==> config.mk <==
export PLATFORM = sky130hd
export DESIGN_NAME = multicycle_controller
export DESIGN_NICKNAME = d
export VERILOG_FILES = /design/src/rtl/pa_riscv_pkg.sv /design/src/rtl/multicycle_controller_alu_decoder.sv /design/src/rtl/multicycle_controller.sv
export SDC_FILE = /design/constraint.sdc
export NUM_CORES = 1
export LEC_CHECK = 0
export CORE_UTILIZATION = 35
export DETAILED_ROUTE_END_ITERATION = 16
export GPL_TIMING_DRIVEN = 0
export HOLD_SLACK_MARGIN = 0.03
export PLACE_DENSITY = 0.72
export SETUP_SLACK_MARGIN = 0.3
export SYNTH_ARGS = -nofsm -noshare
export SYNTH_HDL_FRONTEND = slang
export SYNTH_SLANG_ARGS = --single-unit
==> constraint.sdc <==
create_clock -name i_clk -period 1.68 [get_ports i_clk]
set_clock_uncertainty 0.2 [all_clocks]
set_input_delay 0.336 -clock i_clk [delete_from_list [all_inputs] [get_ports i_clk]]
set_output_delay 0.336 -clock i_clk [all_outputs]
set_load 0.01 [all_outputs]
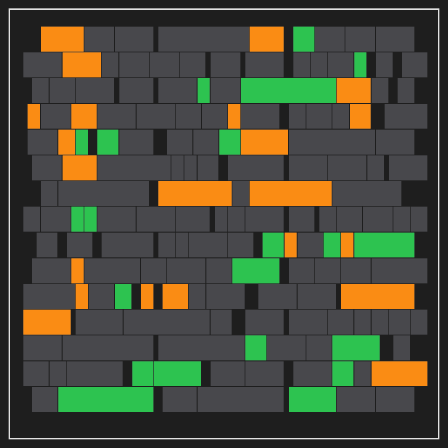
Run 1: gate-type map
- green: NAND gates (cells 21; where widely spread)
- orange: NOR gates (cells 22)
commonest non-fill, non-tap cell in the layout: sky130_fd_sc_hd__buf_6
non-filler cells, final: 189
combinational share of cell area: 0.471

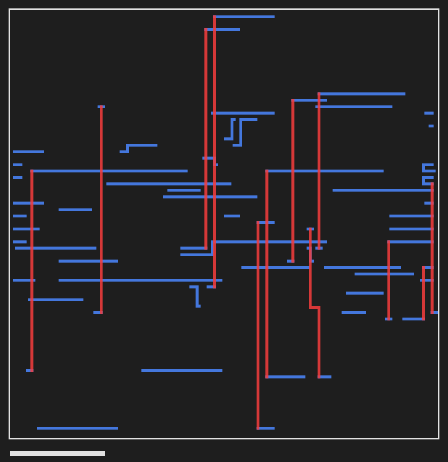
Run 1: signal wires by layer
The bar under the picture is 10 um long. Two of the layers only.
- red: met4 (wire length 215 um)
- blue: met3 (wire length 274 um)
wire length reported by the detailed router: 4.10 mm
global-route usage over all layers: 0.306

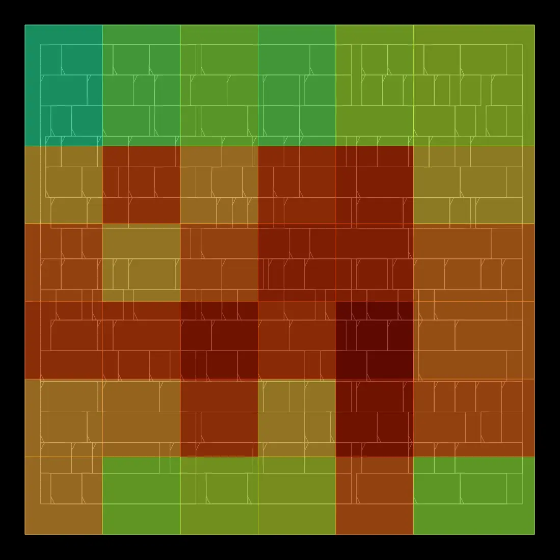
Run 1: track usage over the die
met1 Track Usage GR: 0.338
utilization of the core after routing: 0.933
average detailed-routed wire length per instance: 21.7 um

==> run summary, run 1 <==
Results of the flow run.

The flow ran to the end, but the final reports show violations. The checks that failed: negative setup slack. In the setup report, the worst path falls into the class reg -> out. The worst setup timing slack at the placement stage stands at -1.18 ns. After detailed routing, no signal wire sits above met4. Per the timing report, the biggest fanout along the worst path comes to 7. The initial antenna violation count stands at 0. After floorplanning, the core was divided into 15 placement rows. Leaving out buffers and inverters, the combinational logic in the layout accounts for between 700 and 800 sq um. The cell count after placement stands at between 150 and 200.

The global router reports that the layer with the highest usage is met2. The cell depth of the worst setup path stands at 6. The static power due to leakage stands at approximately 0.00073 uW. Per the final report, max-transition violations number 0. The top cell type's share of synthesized area stands at 0.153.

TritonCTS built the clock tree. Counting every sink on the clock net gives 4. With fillers left out, the area of the finished cells amounts to between 0.0015 and 0.002 sq mm. The first global-routing pass estimated roughly 4.5 mm of wire. A synthesized cell averages approximately 7.0 sq um.

The detail route stage leaves a number of antenna-violating nets equal to 0. The clock network latency to the later pin of the worst-skew pair stands at 0.26 ns. The worst voltage drop across the vdd grid stands at 0.000542 V. The starting DRC count in detailed routing stands at 60. Dividing the final minimum period by the clock period gives 1.33. The number of failing hold endpoints at the final stage stands at 0.

The last weighted congestion value of the routability-driven placer stands at 0.782. Switching power as a fraction of the total was reported as 0.374. Wire segments on met3 add up to ~270 um in the final route. The count of fill cells added during filler insertion stands at about 57. STA classifies the critical path endpoint as a primary output.

Per the cell usage report, the commonest logic cells after layout are sky130_fd_sc_hd__buf_6, sky130_fd_sc_hd__buf_4, sky130_fd_sc_hd__buf_2. The biggest slice of the total power is consumed by combinational cells. Per the synthesis report, the simple-gate share of the synthesized area is 0.453. The total internal power stands at roughly 280 uW. Looking at the area split, the leading class of cells is logic gates. The post-synthesis share of cell area spent on full adders, half adders and majority gates stands at 0.

The clock network contribution to total cell area stands at 0.0138. Power attributed to combinational cells is approximately 200 uW. The diode insertion count for antenna repair stands at 0. In the final report, the number of endpoints failing setup comes to 22.

The total of plain and repair buffers excluding clock buffers stands at ~74. The number of gates resized after CTS stands at approximately 150. Per the synthesis report, the dominant area consumer among library cells is sky130_fd_sc_hd__dfrtp_1. The final layout contains a sequential cell count of 4. The initial utilization of the core area, before any placement, comes to 0.375.

CTS placed an instance of sky130_fd_sc_hd__clkbuf_4 at the clock tree root. The number of synthesis warnings stands at 0. The estimated wirelength of the detail-placed design stands at 1.49 mm. The synthesized-area fraction occupied by ao, oa, aoi and oai cells stands at 0.239. The transition time at the pin with the least slew margin stands at between 0.2 and 0.3 ns. The worst setup path is launched from a register. After layout, the minimum clock period comes to roughly 2.2 ns.

The number of warnings reported in the stage logs is 29. The area inside the core boundary stands at 0.00175 sq mm. Per the synth stats, the flop cell with the highest instance count is sky130_fd_sc_hd__dfrtp_1. The share of power burned in combinational logic stands at 0.458.

Overall power consumption after layout is estimated at roughly 440 uW. The final worst slack stands at -0.557 ns. For this design, Yosys synthesis ends with a cell count of 93.

Synthesis produced a netlist whose cell count is just over 90. Logic depth along the worst register-to-register path is recorded as 9. The number of logic inverters in the finished layout stands at 5.

By count the netlist is led by sky130_fd_sc_hd__nor2_1, sky130_fd_sc_hd__nand2b_1, sky130_fd_sc_hd__a21oi_1, sky130_fd_sc_hd__nand2_1. The post-detailed-route DRC marker count stands at 0. In this run the post-CTS setup repair buffer count came out at 25. The cell area reported after detailed placement stands at 0.00110 sq mm. After synthesis, the cell types taking the most area are sky130_fd_sc_hd__dfrtp_1, sky130_fd_sc_hd__nand2b_1, sky130_fd_sc_hd__a21oi_1, sky130_fd_sc_hd__nor2_1, sky130_fd_sc_hd__xnor2_1. The number of distinct library cells after synthesis stands at 39.

The detailed-route wire length on metal 1 stands at ~1.5 mm. In this run the layout overhead on the synthesized area is reported as 149%. The layout report lists the non-clock buffer share of cell area as 0.417. Walking the worst path, the cells encountered are inv_2, o311ai_4, nand4_1, and3_4, nor2b_4, buf_6. The sequential share of power stands at 0.231.
==> run 1 -> run 2 <==
--- a/config.mk
+++ b/config.mk
@@ -11,6 +11,7 @@
 export HOLD_SLACK_MARGIN = 0.03
 export PLACE_DENSITY = 0.72
 export SETUP_SLACK_MARGIN = 0.3
+export SLEW_MARGIN = 5
 export SYNTH_ARGS = -nofsm -noshare
 export SYNTH_HDL_FRONTEND = slang
 export SYNTH_SLANG_ARGS = --single-unit
==> run 2 against run 1 <==
Largest cell class unchanged. Synthesized cell count stayed put. Count of clock-buffer cells in the layout did not move. Highest routed layer unchanged. Global-route usage unchanged. The run still ends with negative setup slack left. Clock power about the same. Sequential cell count did not move. Register-to-register slack about the same.
==> run summary, run 2 <==
Results of the flow run.

The layout report lists the clock-cell share of area as 0.0138. For this sky-water flow run, the detailed-routed wirelength per cell is reported as approximately 22 um. In the power breakdown, the biggest contributor is combinational cells.

Post-route period utilization is reported as 1.33. The non-filler instance count after layout stands at about 190. TritonCTS built the clock tree.

The mean area per synthesized cell stands at about 7.0 sq um. The share of total power consumed by net switching stands at 0.374. The number of logic inverters in the finished layout stands at 5.

The number of gates resized after CTS stands at between 150 and 200. The global-route wire length before repair stands at approximately 4.5 mm. Total power for the finished layout comes to ~440 uW. The total internal power stands at between 200 and 300 uW. The share of synthesized area in the top cell type comes to 0.153. The final worst slack stands at -0.557 ns. Per the cell usage report, the commonest logic cell in the layout is sky130_fd_sc_hd__buf_6.

Once detail routing completed, the nets flagged for antenna violations numbered 0. The layout sequential cell count stands at 4. Of the total power, registers draw 0.231. The number of failing setup endpoints in the final timing report stands at 22.

The placed instances occupy a cell area of about 0.0011 sq mm. In the Yosys stats the netlist draws on 39 distinct library cells. The root buffer cell chosen for the clock tree is sky130_fd_sc_hd__clkbuf_4.

The post-layout minimum cycle time stands at about 2.2 ns. STA classifies the critical path endpoint as a primary output. The global routing report lists combined usage of all routing layers as 0.306. All stages included, the depth of the critical timing path comes to 6. For reference, the critical path cell chain is inv_2, o311ai_4, nand4_1, and3_4, nor2b_4, buf_6. The main area contributors are sky130_fd_sc_hd__dfrtp_1, sky130_fd_sc_hd__nand2b_1, sky130_fd_sc_hd__a21oi_1, sky130_fd_sc_hd__nor2_1, sky130_fd_sc_hd__xnor2_1. The routing usage on met1 stands at 0.338. The clock tree has to reach 4 sinks.

The worst setup path is launched from a register. The static power due to leakage stands at about 0.00073 uW. The run finished, with violations left.

Once detailed placement completed, the half-perimeter wirelength came to about 1.5 mm. The synthesized instance count is 93. The area of combinational cells with multiple inputs stands at 767 sq um.

The floorplan step records an initial core utilization of 0.375. The checks that failed: negative setup slack.
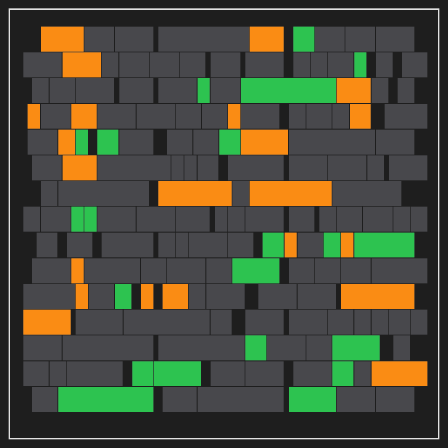
Run 2: gate-type map
- orange: NOR gates (cells 22)
- green: NAND gates (cells 21; where widely spread)

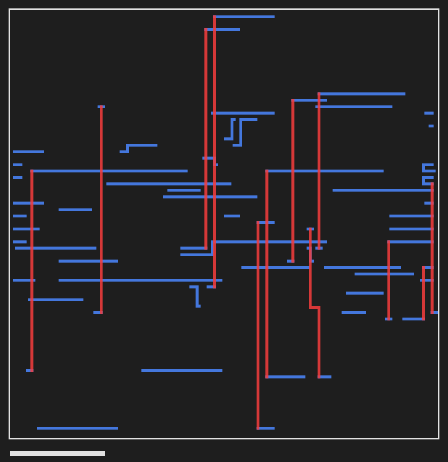
Run 2: signal wires by layer
The bar under the picture is 10 um long. Two of the layers only.
- blue: met3 (wire length 274 um)
- red: met4 (wire length 215 um)
via total after detailed routing: 1159

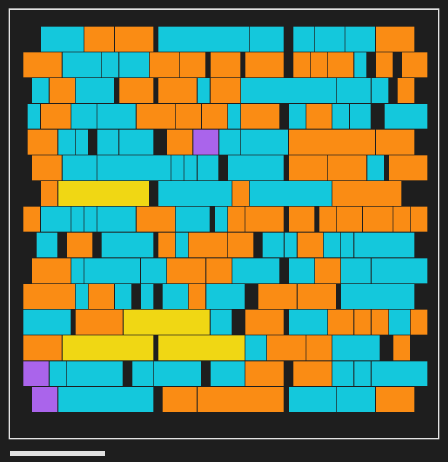
Run 2: cell classes on the final placement
The bar under the picture is 10 um long.
- orange: other buffers and delay cells (cells 74)
- yellow: flip-flops (cells 4)
- cyan: all other logic (cells 83)
- purple: cells driving clock nets (cells 3)
core outline area: 0.00175 sq mm
Rows: 15
sequential fraction of total cell area: 0.0630
post-route cell area: 0.00163 sq mm

No activity file was given, so power comes from the tool's default toggle rates.
